File: config.mk
export PLATFORM = sky130hd
export DESIGN_NAME = divu_seq_flat
export DESIGN_NICKNAME = d
export VERILOG_FILES = /design/src/rtl/divu_if.sv /design/src/rtl/divu_seq.sv /design/src/flat_wrapper.sv
export SDC_FILE = /design/constraint.sdc
export NUM_CORES = 1
export LEC_CHECK = 0
export CORE_MARGIN = 8
export CORE_UTILIZATION = 61
export CTS_BUF_LIST = sky130_fd_sc_hd__clkbuf_8
export DETAILED_ROUTE_END_ITERATION = 8
export PLACE_DENSITY = 0.89
export SETUP_SLACK_MARGIN = 0.5
export SLEW_MARGIN = 20
export SYNTH_ARGS = -nofsm -noshare
export SYNTH_HDL_FRONTEND = slang
export SYNTH_SLANG_ARGS = --single-unit
File: constraint.sdc
create_clock -name clk -period 9 [get_ports clk]
set_clock_uncertainty 0.05 [all_clocks]
set_input_delay 2.7 -clock clk [delete_from_list [all_inputs] [get_ports clk]]
set_output_delay 2.7 -clock clk [all_outputs]
set_load 0.02 [all_outputs]
File: src/rtl/divu_if.sv
// divu_if: handshake and operand/result bundle between the core control and the
// multi-cycle unsigned divider.
//   start        request to divide (core -> divider)
//   dividend     rs operand (core -> divider)
//   divisor      rt operand (core -> divider)
//   busy         divider iterating; core stalls PC (divider -> core)
//   done         one-cycle result strobe (divider -> core)
//   div_by_zero  captured divisor was zero, valid with done (divider -> core)
//   quotient     result for LO (divider -> core)
//   remainder    result for HI (divider -> core)
interface divu_if #(
  parameter int WIDTH = 32
);
  logic             start;
  logic [WIDTH-1:0] dividend;
  logic [WIDTH-1:0] divisor;
  logic             busy;
  logic             done;
  logic             div_by_zero;
  logic [WIDTH-1:0] quotient;
  logic [WIDTH-1:0] remainder;

  modport master (
    output start, dividend, divisor,
    input  busy, done, div_by_zero, quotient, remainder
  );

  modport slave (
    input  start, dividend, divisor,
    output busy, done, div_by_zero, quotient, remainder
  );
endinterface

File: src/rtl/divu_seq.sv
// divu_seq: multi-cycle restoring unsigned divider (MIPS DIVU), one quotient bit
// per clock. Quotient feeds LO, remainder feeds HI; busy stalls the core.
// Ports:
//   clk   rising-edge clock
//   rst   synchronous reset, active-high; aborts any division in flight
//   bus   divu_if slave modport: start/dividend/divisor in,
//         busy/done/div_by_zero/quotient/remainder out
// A divisor of zero short-circuits straight to DONE with quotient all ones and
// remainder equal to the dividend.
module divu_seq #(
  parameter int WIDTH = 32
) (
  input  logic   clk,
  input  logic   rst,
  divu_if.slave  bus
);

  localparam int CNT_W = $clog2(WIDTH) + 1;

  typedef enum logic [1:0] {
    S_IDLE = 2'd0,
    S_RUN  = 2'd1,
    S_DONE = 2'd2
  } state_t;

  state_t             state_q, state_d;
  logic [CNT_W-1:0]   cnt_q, cnt_d;
  logic [WIDTH:0]     rem_q, rem_d;    // partial remainder, one guard bit
  logic [WIDTH-1:0]   acc_q, acc_d;    // dividend shifting out / quotient shifting in
  logic [WIDTH-1:0]   dvsr_q, dvsr_d;
  logic [WIDTH-1:0]   quo_q, quo_d;
  logic [WIDTH-1:0]   rmd_q, rmd_d;
  logic               dbz_q, dbz_d;

  logic [WIDTH:0]     step_r;
  logic [WIDTH-1:0]   step_q;

  // One restoring iteration: shift the next dividend bit into the remainder,
  // subtract the divisor if it fits and record the quotient bit.
  function automatic logic [2*WIDTH:0] restore_step(
    input logic [WIDTH:0]   r,
    input logic [WIDTH-1:0] q,
    input logic [WIDTH-1:0] d
  );
    logic [WIDTH:0]   r_sh;
    logic [WIDTH-1:0] q_sh;
    r_sh = {r[WIDTH-1:0], q[WIDTH-1]};
    q_sh = {q[WIDTH-2:0], 1'b0};
    if (r_sh >= {1'b0, d}) begin
      r_sh    = r_sh - {1'b0, d};
      q_sh[0] = 1'b1;
    end
    return {r_sh, q_sh};
  endfunction

  always_comb begin
    state_d = state_q;
    cnt_d   = cnt_q;
    rem_d   = rem_q;
    acc_d   = acc_q;
    dvsr_d  = dvsr_q;
    quo_d   = quo_q;
    rmd_d   = rmd_q;
    dbz_d   = dbz_q;
    {step_r, step_q} = restore_step(rem_q, acc_q, dvsr_q);

    case (state_q)
      S_IDLE, S_DONE: begin
        state_d = S_IDLE;
        if (bus.start) begin
          if (bus.divisor != '0) begin
            state_d = S_RUN;
            acc_d   = bus.dividend;
            dvsr_d  = bus.divisor;
            rem_d   = '0;
            cnt_d   = '0;
            dbz_d   = 1'b0;
          end else begin
            state_d = S_DONE;
            quo_d   = '1;
            rmd_d   = bus.dividend;
            dbz_d   = 1'b1;
          end
        end
      end
      S_RUN: begin
        rem_d = step_r;
        acc_d = step_q;
        cnt_d = cnt_q + 1'b1;
        // Final step: publish the result as we enter DONE. The remainder is
        // always below the divisor, so the guard bit is zero here.
        if (cnt_q == CNT_W'(WIDTH - 1)) begin
          state_d = S_DONE;
          quo_d   = step_q;
          rmd_d   = step_r[WIDTH-1:0];
        end
      end
      default: state_d = S_IDLE;
    endcase
  end

  always_ff @(posedge clk) begin
    if (rst) begin
      state_q <= S_IDLE;
      cnt_q   <= '0;
      quo_q   <= '0;
      rmd_q   <= '0;
      dbz_q   <= 1'b0;
    end else begin
      state_q <= state_d;
      cnt_q   <= cnt_d;
      quo_q   <= quo_d;
      rmd_q   <= rmd_d;
      dbz_q   <= dbz_d;
    end
  end

  // Working registers are always reloaded on acceptance, so they need no reset.
  always_ff @(posedge clk) begin
    rem_q  <= rem_d;
    acc_q  <= acc_d;
    dvsr_q <= dvsr_d;
  end

  assign bus.busy        = (state_q == S_RUN);
  assign bus.done        = (state_q == S_DONE);
  assign bus.div_by_zero = dbz_q;
  assign bus.quotient    = quo_q;
  assign bus.remainder   = rmd_q;

endmodule

File: src/flat_wrapper.sv
// flat-port wrapper written by rule: the top's interface ports become plain ports
module divu_seq_flat 
#(
  parameter int WIDTH = 32
)
  (clk, rst, bus_start, bus_dividend, bus_divisor, bus_busy, bus_done, bus_div_by_zero, bus_quotient, bus_remainder);
  divu_if #(.WIDTH(WIDTH)) bus_i ();
  input  logic clk;
  input  logic rst;
  input wire logic [$bits(bus_i.start)-1:0] bus_start;
  input wire logic [$bits(bus_i.dividend)-1:0] bus_dividend;
  input wire logic [$bits(bus_i.divisor)-1:0] bus_divisor;
  output wire logic [$bits(bus_i.busy)-1:0] bus_busy;
  output wire logic [$bits(bus_i.done)-1:0] bus_done;
  output wire logic [$bits(bus_i.div_by_zero)-1:0] bus_div_by_zero;
  output wire logic [$bits(bus_i.quotient)-1:0] bus_quotient;
  output wire logic [$bits(bus_i.remainder)-1:0] bus_remainder;
  assign bus_i.start = bus_start;
  assign bus_i.dividend = bus_dividend;
  assign bus_i.divisor = bus_divisor;
  assign bus_busy = bus_i.busy;
  assign bus_done = bus_i.done;
  assign bus_div_by_zero = bus_i.div_by_zero;
  assign bus_quotient = bus_i.quotient;
  assign bus_remainder = bus_i.remainder;
  divu_seq #(.WIDTH(WIDTH)) u_core (.clk(clk), .rst(rst), .bus(bus_i));
endmodule
==> summary.rpt <==
IMPLEMENTATION SUMMARY REPORT
----------------------------------------------------
[Synthesis]
  Fraction of registers with async set/reset ........................ 0
  Largest cells by area after synthesis ........................ sky130_fd_sc_hd__edfxtp_1 (32%), sky130_fd_sc_hd__dfxtp_1 (16%), sky130_fd_sc_hd__nand2_1 (5.5%)
  Register share after synthesis ........................ 0.486
  Distinct lib cells ........................ 61
  Area of the synthesized netlist per yosys stat ........................ 0.00894 mm²

[Power and ir drop]
  Static leakage ........................ 4.18 nW

[Critical path]
  Crit-path slowest cell ........................ sky130_fd_sc_hd__nor4_1
  Required time of the worst setup path ........................ 9.12 ns
  Critical path depth ........................ 9

[Layout]
  Share of post-route cells with drive strength above 1 ........................ 0.0619
  Number of ordinary and repair buffers in the finished layout ........................ 143
  Cell type taking the most area ........................ registers
  Clock Network Area Fraction ........................ 0.0397
  Fraction of standard cell area in multi-input logic ........................ 0.387

[STA]
  Post-route minimum period ........................ 5.47 ns
  Worst Tran Pin Value ........................ 0.893 ns
  Final setup violation count ........................ 0
  Number of failing hold endpoints at the final stage ........................ 0

[Global route]
  Wire length of the first global-routing pass ........................ 39100 µm
  Met3 layer usage reported by global route ........................ 0.0529

[Outcome]
  Run status ........................ completed

[Clocking]
  Sinks on the clock net ........................ 169
  Post-CTS setup repair buffer count ........................ 0
  CTS tree ........................ done

[Flow run]
  Tool Warnings ........................ 26

[Place]
  Area of placed instances ........................ 0.0103 mm²

[Hold path]
  End of the worst hold path ........................ u_core.cnt_q[5]

[Routing]
  Top Metal Used ........................ met4

----------------------------------------------------
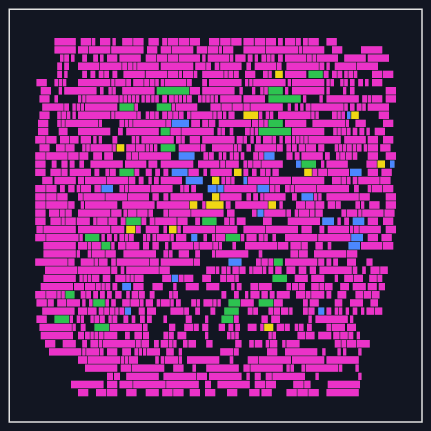
(images/sizes.png)
Drawn at 3 px/µm.
color	size	cells	share	most used
green	_6 and larger	27	2.5%	clkbuf_8
magenta	_0 and _1 cells	1030	94%	clkdlybuf4s50_1
yellow	_3 and _4 cells	15	1.4%	buf_4
blue	_2 cells	26	2.4%	o221a_2

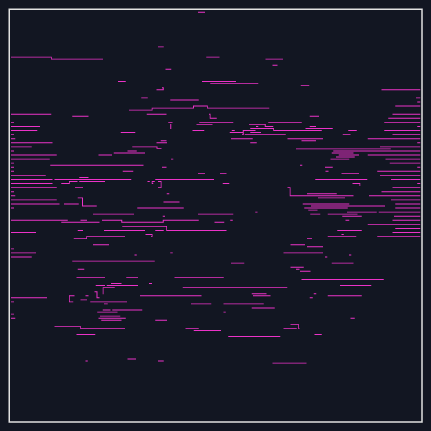
(images/layer_met3.png)
Drawn at 3 px/µm.
share of all routed wire	7.3%
nets with wire on the layer	181

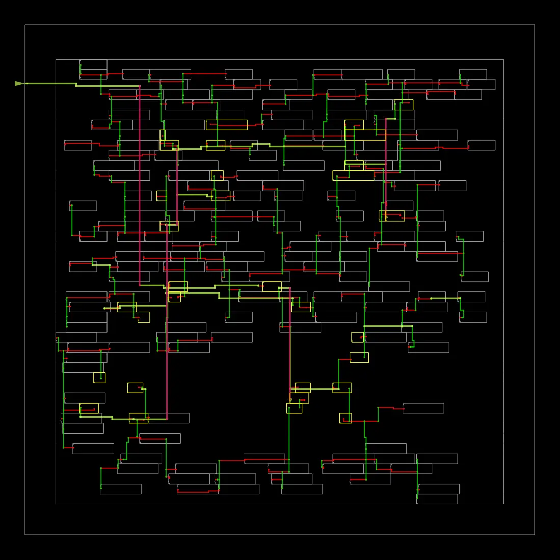
(images/clocks.png)
clk ins delay skew pair: 0.47 ns
CTS Buf Count: 17
number of clock buffers in the layout: 17

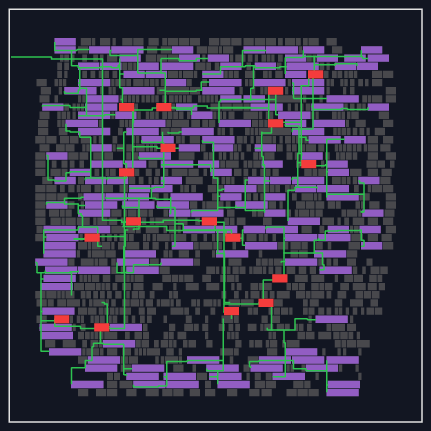
(images/clk_routes.png)
Drawn at 3 px/µm.
[green] clock wires | length: 1940 µm
[red] clock drivers | count: 17
[purple] flip-flops | count: 169
routed clock nets	18

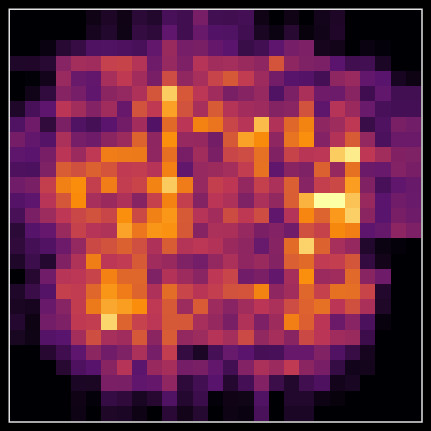
(images/metal_density.png)
Drawn at 3 px/µm. 27 x 27 tiles, from black (low) to pale yellow (high), scaled to the fullest tile. Values are wire area over tile area, all layers added.
mean over tiles	0.22
fullest tile	0.66
emptiest ninth of the die	lower right
tiles over half the peak	24%
nearly empty tiles	13%

Power and IR drop assume default switching activity.
